Figure 1. A small window of the routed layout.
Region (88, 157) to (118, 187) um. Cells in grey, sequential cells in the stronger grey; small squares are vias.
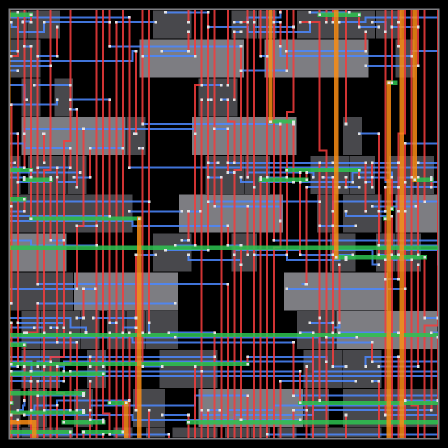
Figure 2. Met1 routing.
Drawn at 1.5 px/um. Supply wires on this layer in grey.
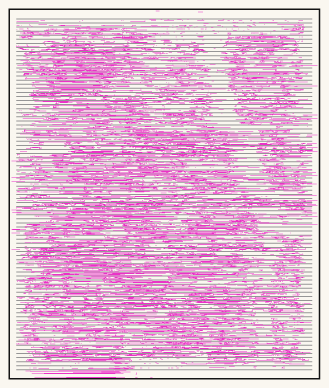
Figure 3. Logic cells by family.
Drawn at 2 px/um.
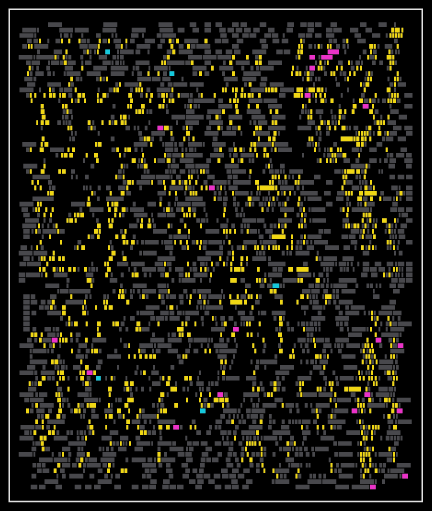
Figure 4. Routed metal, one colour a layer.
Drawn at 1.5 px/um. Only two layers are drawn.
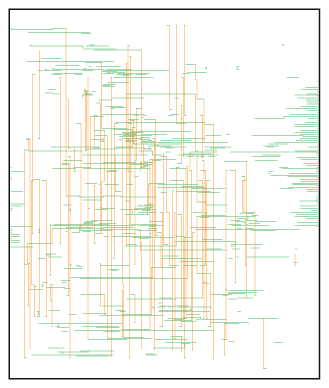
==> src/rtl/bus_timer.sv <==
// bus_timer: memory-mapped 64-bit timer/compare slave.
// A prescaled free-running mtime is compared against mtimecmp; a match
// latches status.pending, which drives irq when ctrl.irq_en is set.
// Register map (offset from BASE_ADDR):
//   0x00 mtime, 0x08 mtimecmp, 0x10 ctrl {auto_reload, irq_en, enable},
//   0x18 status {pending} (write 1 to clear), 0x20 prescale.
module bus_timer #(
    parameter logic [63:0] BASE_ADDR  = 64'h0000_0000_2000_0000,
    parameter int          PRESCALE_W = 16
) (
    input  logic        clk,
    input  logic        rst,
    input  logic [63:0] addr,
    input  logic [2:0]  rd_ctrl,
    input  logic [2:0]  wr_ctrl,
    input  logic [63:0] data_in,
    output logic [63:0] data_out,
    output logic        valid,
    output logic        irq
);

    localparam logic [2:0] ACC_WORD   = 3'b011;
    localparam logic [2:0] ACC_DOUBLE = 3'b100;

    localparam logic [2:0] IDX_MTIME    = 3'd0;
    localparam logic [2:0] IDX_MTIMECMP = 3'd1;
    localparam logic [2:0] IDX_CTRL     = 3'd2;
    localparam logic [2:0] IDX_STATUS   = 3'd3;
    localparam logic [2:0] IDX_PRESCALE = 3'd4;

    localparam logic [PRESCALE_W-1:0] PRESC_ONE = PRESCALE_W'(1);

    logic [63:0]           mtime_q,     mtime_d;
    logic [63:0]           mtimecmp_q,  mtimecmp_d;
    logic [2:0]            ctrl_q,      ctrl_d;
    logic                  pending_q,   pending_d;
    logic [PRESCALE_W-1:0] prescale_q,  prescale_d;
    logic [PRESCALE_W-1:0] presc_cnt_q, presc_cnt_d;
    logic [63:0]           data_out_q,  data_out_d;
    logic                  valid_q,     valid_d;
    logic                  irq_q,       irq_d;

    logic [63:0] offset;
    logic        in_range;
    logic [2:0]  reg_idx;
    logic        rd_en, wr_en, rd_word, wr_word;
    logic [63:0] reg_full;
    logic [63:0] rd_val;
    logic [63:0] wr_val;
    logic        tick, match, w1c;

    // Word writes replace only the half selected by addr[2].
    function automatic logic [63:0] merge_write(input logic [63:0] old_val,
                                                input logic [63:0] wdata,
                                                input logic        is_word,
                                                input logic        hi);
        if (!is_word)
            return wdata;
        else if (hi)
            return {wdata[31:0], old_val[31:0]};
        else
            return {old_val[63:32], wdata[31:0]};
    endfunction

    // Address decode and register read mux shared by reads and writes.
    always_comb begin
        offset   = addr - BASE_ADDR;
        in_range = (addr >= BASE_ADDR) && (offset < 64'h28);
        reg_idx  = offset[5:3];
        rd_en    = (rd_ctrl == ACC_WORD) || (rd_ctrl == ACC_DOUBLE);
        wr_en    = ((wr_ctrl == ACC_WORD) || (wr_ctrl == ACC_DOUBLE)) && in_range;
        rd_word  = (rd_ctrl == ACC_WORD);
        wr_word  = (wr_ctrl == ACC_WORD);

        reg_full = 64'd0;
        if (in_range) begin
            case (reg_idx)
                IDX_MTIME:    reg_full = mtime_q;
                IDX_MTIMECMP: reg_full = mtimecmp_q;
                IDX_CTRL:     reg_full = {61'd0, ctrl_q};
                IDX_STATUS:   reg_full = {63'd0, pending_q};
                IDX_PRESCALE: reg_full = {{(64-PRESCALE_W){1'b0}}, prescale_q};
                default:      reg_full = 64'd0;
            endcase
        end

        if (!rd_word)
            rd_val = reg_full;
        else if (addr[2])
            rd_val = {32'd0, reg_full[63:32]};
        else
            rd_val = {32'd0, reg_full[31:0]};

        wr_val = merge_write(reg_full, data_in, wr_word, addr[2]);
    end

    // Next-state logic: tick, compare, pending, bus writes with priority.
    always_comb begin
        mtime_d     = mtime_q;
        mtimecmp_d  = mtimecmp_q;
        ctrl_d      = ctrl_q;
        pending_d   = pending_q;
        prescale_d  = prescale_q;
        presc_cnt_d = presc_cnt_q;
        tick        = 1'b0;

        if (ctrl_q[0]) begin
            if (presc_cnt_q == prescale_q) begin
                presc_cnt_d = '0;
                tick        = 1'b1;
            end else begin
                presc_cnt_d = presc_cnt_q + PRESC_ONE;
            end
        end

        match = (mtime_q >= mtimecmp_q);

        if (tick) begin
            if (ctrl_q[2] && match)
                mtime_d = 64'd0;
            else
                mtime_d = mtime_q + 64'd1;
        end

        // Only a write covering bit 0 of status can clear pending.
        w1c = wr_en && (reg_idx == IDX_STATUS) && !(wr_word && addr[2]) && data_in[0];
        if (w1c)
            pending_d = 1'b0;
        if (match)
            pending_d = 1'b1;

        if (wr_en) begin
            case (reg_idx)
                IDX_MTIME:    mtime_d    = wr_val;
                IDX_MTIMECMP: mtimecmp_d = wr_val;
                IDX_CTRL:     ctrl_d     = wr_val[2:0];
                IDX_PRESCALE: begin
                    prescale_d  = wr_val[PRESCALE_W-1:0];
                    presc_cnt_d = '0;
                end
                default: ;
            endcase
        end

        irq_d      = pending_q & ctrl_q[1];
        valid_d    = rd_en;
        data_out_d = rd_en ? rd_val : data_out_q;
    end

    // State registers with synchronous reset.
    always_ff @(posedge clk) begin
        if (rst) begin
            mtime_q     <= 64'd0;
            mtimecmp_q  <= 64'hFFFF_FFFF_FFFF_FFFF;
            ctrl_q      <= 3'd0;
            pending_q   <= 1'b0;
            prescale_q  <= '0;
            presc_cnt_q <= '0;
            data_out_q  <= 64'd0;
            valid_q     <= 1'b0;
            irq_q       <= 1'b0;
        end else begin
            mtime_q     <= mtime_d;
            mtimecmp_q  <= mtimecmp_d;
            ctrl_q      <= ctrl_d;
            pending_q   <= pending_d;
            prescale_q  <= prescale_d;
            presc_cnt_q <= presc_cnt_d;
            data_out_q  <= data_out_d;
            valid_q     <= valid_d;
            irq_q       <= irq_d;
        end
    end

    assign data_out = data_out_q;
    assign valid    = valid_q;
    assign irq      = irq_q;

endmodule

==> config.mk <==
export PLATFORM = sky130hd
export DESIGN_NAME = bus_timer
export DESIGN_NICKNAME = d
export VERILOG_FILES = /design/src/rtl/bus_timer.sv
export SDC_FILE = /design/constraint.sdc
export NUM_CORES = 1
export LEC_CHECK = 0
export ABC_AREA = 1
export CAP_MARGIN = 20
export CORE_ASPECT_RATIO = 1.2
export CORE_MARGIN = 4
export CORE_UTILIZATION = 35
export CTS_CLUSTER_SIZE = 14
export DETAILED_ROUTE_END_ITERATION = 16
export GPL_TIMING_DRIVEN = 0
export PLACE_DENSITY = 0.51
export SYNTH_ARGS = -nofsm -noshare
export SYNTH_HDL_FRONTEND = slang
export SYNTH_SLANG_ARGS = --single-unit
==> constraint.sdc <==
create_clock -name clk -period 3.1 [get_ports clk]
set_input_delay 0.62 -clock clk [delete_from_list [all_inputs] [get_ports clk]]
set_output_delay 0.62 -clock clk [all_outputs]
set_load 0.005 [all_outputs]
==> impl_metrics.csv <==
group,metric,value,unit
run_status,status,"complete, no violations",
yosys,syn_area_per_cell,6.22,um2
timing,fin_worst_hold_slack,474,ps
setup_path,cp_data_arrival_time,3520,ps
setup_path,crit-reg2reg-launch,"mtimecmp_q[63]",
pwr,total_power_divided_by_cell_area,345,nW/um2
timing,finalSetupTns,0,ps
detailed_routing,route.met3.wl,5810,um
setup_path,cp_slowest_cell,"sky130_fd_sc_hd__ha_1",
floorplanning,core,46200,um2
detailed_routing,drc_errors,0,
setup_path,slowest_delay,330,ps
clock_network,clock_sinks,230,
yosys,synth_area,16400,um2
layout,final_layout_top_logic_cells,"sky130_fd_sc_hd__nand2_1 (671), sky130_fd_sc_hd__inv_1 (336), sky130_fd_sc_hd__dfxtp_1 (230), sky130_fd_sc_hd__nor2_1 (202), sky130_fd_sc_hd__nand3_1 (191)",
pwr,total_leakage_power,9.07,nW
placement,hpwl,72200,um
timing,maxSlewViolCount,0,
detailed_routing,dr_wl_met2,41400,um
clock_network,hold_buffers,0,
layout,antenna-diode-count,0,
grt,grt_pass1_wl,125000,um
setup_path,critical_path.n_buffers_inverters,3,
job,number_of_warning_messages_in_the_logs,29,
grt,antenna_violations_before_repair,0,
yosys,ys_seq_elements,230,
worst_hold_path,worst_hold_path_stage_count,2,
clock_network,path_clk_slew,60,ps
clock_network,clk-insertion-delay-late,600,ps
pwr,max-vdd-ir-drop,0.373,mV
setup_path,r2r_cells,16,
floorplanning,core.rowCount,86,
yosys,post_synth_main_logic_family,"simple AND/OR/NAND/NOR gates",
placement,placed_cell_area,19200,um2
yosys,most_common_reg_cell,"sky130_fd_sc_hd__dfxtp_1",
worst_hold_path,hold_path_startpoint,"data_out[27]",
detailed_routing,ant_nets,0,
setup_path,timing.reg2reg.setup_slack,40,ps
floorplanning,num_io_pins,202,
timing,fin_skew,33.6,ps
grt,first_global_vias,19100,
detailed_routing,ratio_of_routed_vias_to_standard_cells,5.61,
placement,globalplace.congestion,0.995,
yosys,simple_gate_share,38.7,%
clock_network,cts_setup_buffers,16,
yosys,async_flop_share,0,%
clock_network,cts-buffers-inserted,29,
layout,post-route-cell-area,21000,um2
clock_network,cts-htree-levels,1,
yosys,synth.cellmix.xorXnorShare,1.07,%
worst_hold_path,min_path_type,"register to register",
yosys,edf_count,0,
yosys,synth-adder-area-share,5.18,%
setup_path,worst-setup-path-type,"register to register",
layout,layout-area-overhead-vs-synth,28.0,%
placement,placed_cells,3460,
layout,drive_above_1_share,10.5,%
yosys,synth.net_count,2846,
timing,achievable-frequency,0.327,GHz
yosys,yosysChipArea,16400,um2
yosys,post_synth_inst_count,2642,
grt,grt_start_max_net_pins,15,
timing,report.final.hold_viol_count,0,
worst_hold_path,hold_path_end,"data_out[27]",
detailed_routing,detailedRoute.firstPassIterationCount,6,
layout,final_nets,3100,
yosys,synthDistinctLibCells,52,
clock_network,clk_root_buffer_cell,"sky130_fd_sc_hd__clkbuf_16",
yosys,synth-warning-count,0,
timing,final_setup_violation_count,0,
setup_path,required,3560,ps
setup_path,crit-reg2reg-capture,"mtime_q[32]",
yosys,compound_area_share,15.8,%
floorplanning,chipWidth,206,um
timing,post-route-period-util,98.7,%
job,count_of_max_cap_constraint_violations,0,
grt,use_met2,56.7,%
placement,detailedPlace.worstSlack,-1490,ps
setup_path,critical-path-top-delay-family,"simple AND/OR/NAND/NOR gates",
detailed_routing,top_layer,"met4",
setup_path,cpMostUsedCell,"sky130_fd_sc_hd__nand2_1",
clock_network,postCtsResizedCells,146,
grt,grt_overflow,0,
yosys,synth_sequential_area_ratio,28.0,%
yosys,share_of_synthesized_area_spent_on_multiplexers,0.0609,%
yosys,synth_stat.cells,2642,
detailed_routing,drt_first_iter_violations,1907,
setup_path,crit_chain,"inv_1, ha_1, nand2_1, nor2_2, nand2_1, nor3_2, inv_2, nor2_1, nand2_1, nand3_1, nor2_2, nand3_2, nand3_4, clkbuf_4, nand4_1, a21oi_1",
clock_network,cts-root-to-sink-buffers,3,
setup_path,crit_path_end_kind,"register",
layout,instances_no_fill,3532,
layout,post_layout_util,45.6,%
pwr,power.total,7.26,mW
floorplanning,die-height,245,um
floorplanning,chip_area,50500,um2
layout,layout.cells.most_common,"sky130_fd_sc_hd__nand2_1",
timing,period_needed,3060,ps
setup_path,critical_path_peak_fanout,10,
timing,finalWorstSetupSlack,41.3,ps
setup_path,start_kind,"register",
detailed_routing,routedLengthMet1,34700,um
placement,port_buffers,200,
grt,global_route.usage.met3,5.04,%
timing,setup_repair_after_global_routing_missed_its_margin,"yes",
grt,busiest_layer,"met2",
timing,worst_margin_pin_slew,1060,ps
clock_network,cts_tree,"done",
timing,max_slew_margin,29.1,%
floorplanning,initCoreUtil,35.6,%
## Picture notes: Figure 1
| colour | layer |
|---|---|
| red | M2 |
| orange | M4 |
| blue | M1 |
| green | M3 |
cells with their middle in the window: 61
most frequent: o31ai_1 (10), dfxtp_1 (10)
netlist names of flops here include: data_out (6), mtimecmp_q (3)
sequential cells in the window: 10

## Picture notes: Figure 2
nets with wire on the layer: 2942
longest straight run: 71.8 um
wire length on this layer: 34.7 mm
main direction: horizontal
share of all routed wire: 39%
post-detailed-routing wire length: 88400 um
vias: 19800
met1 Use GR: 39.8%

## Picture notes: Figure 3
| colour | family | cells | most used |
|---|---|---|---|
| cyan | non-inverting ao/oa cells | 5 | o21a_1 |
| magenta | xor and xnor cells | 20 | xor2_1 |
| yellow | nand cells | 1004 | nand2_1 |

## Picture notes: Figure 4
| colour | layer | wire length |
|---|---|---|
| green | M3 | 5810 um |
| orange | M4 | 6460 um |
average wire length per cell after detail routing: 25.0 um
total global routing track utilization: 33.5%

[worst reg2reg max path, delay by kind of cell, from the launching register on]
kind	cells	cell delay [ps]
AND-OR/OR-AND	1	80
adder cells (fa/ha/maj)	1	330
buffers and inverters	3	570
flip-flops	1	310
AND/OR/NAND/NOR	11	1650
[final cells by class]
type	instances	area, um2
Fill cell	5016	25100
Multi-Input combinational cell	1948	10500
Sequential cell	230	4600
Timing Repair Buffer	223	2230
Inverter	353	1340
Clock buffer	39	793
Tap cell	616	771
Buffer	111	699
Clock inverter	12	145
[sequential cells by signal, indices dropped and copies added, names as in the netlist]
register,count
prescale_q,16
irq,1
data_out,64
presc_cnt_q,16
mtimecmp_q,64
ctrl_q,3
valid,1
mtime_q,64
pending_q,1
[cell usage after synthesis (all sizes together), types with 21 or more instances]
cell,count,share of area [%]
dfxtp,230,28
nand4,99,3.9
or2,37,1.4
inv,349,8.0
nand3,206,6.6
clkbuf,75,1.7
o31ai,21,0.96
o211ai,53,2.4
buf,36,1.4
a21oi,129,3.9
a22oi,33,1.5
o21ai,115,3.5
o22ai,68,2.6
nand2,689,16
nor2,279,7.2
nor3,74,2.3
ha,68,5.2
[power by group]
part           internal (mW)  switching [mW]  total [mW]
Sequential              2.96         0.00110        2.96
Combinational          0.291           0.551       0.842
Clock                   2.03            1.43        3.46
[how the worst max path moves through the flow]
stage,slack [ps],start,endpoint,depth (start not counted)
2_1_floorplan,320,addr[29],mtimecmp_q[20],15
3_3_place_gp,-1700,addr[4],data_out[29],12
3_5_place_dp,-1490,addr[3],mtime_q[29],11
4_1_cts,-50,mtimecmp_q[63],mtime_q[51],16
5_1_grt,-20,addr[50],mtime_q[37],19
6_report,40,mtimecmp_q[63],mtime_q[32],16
Power is estimated from default activity; no workload was simulated.
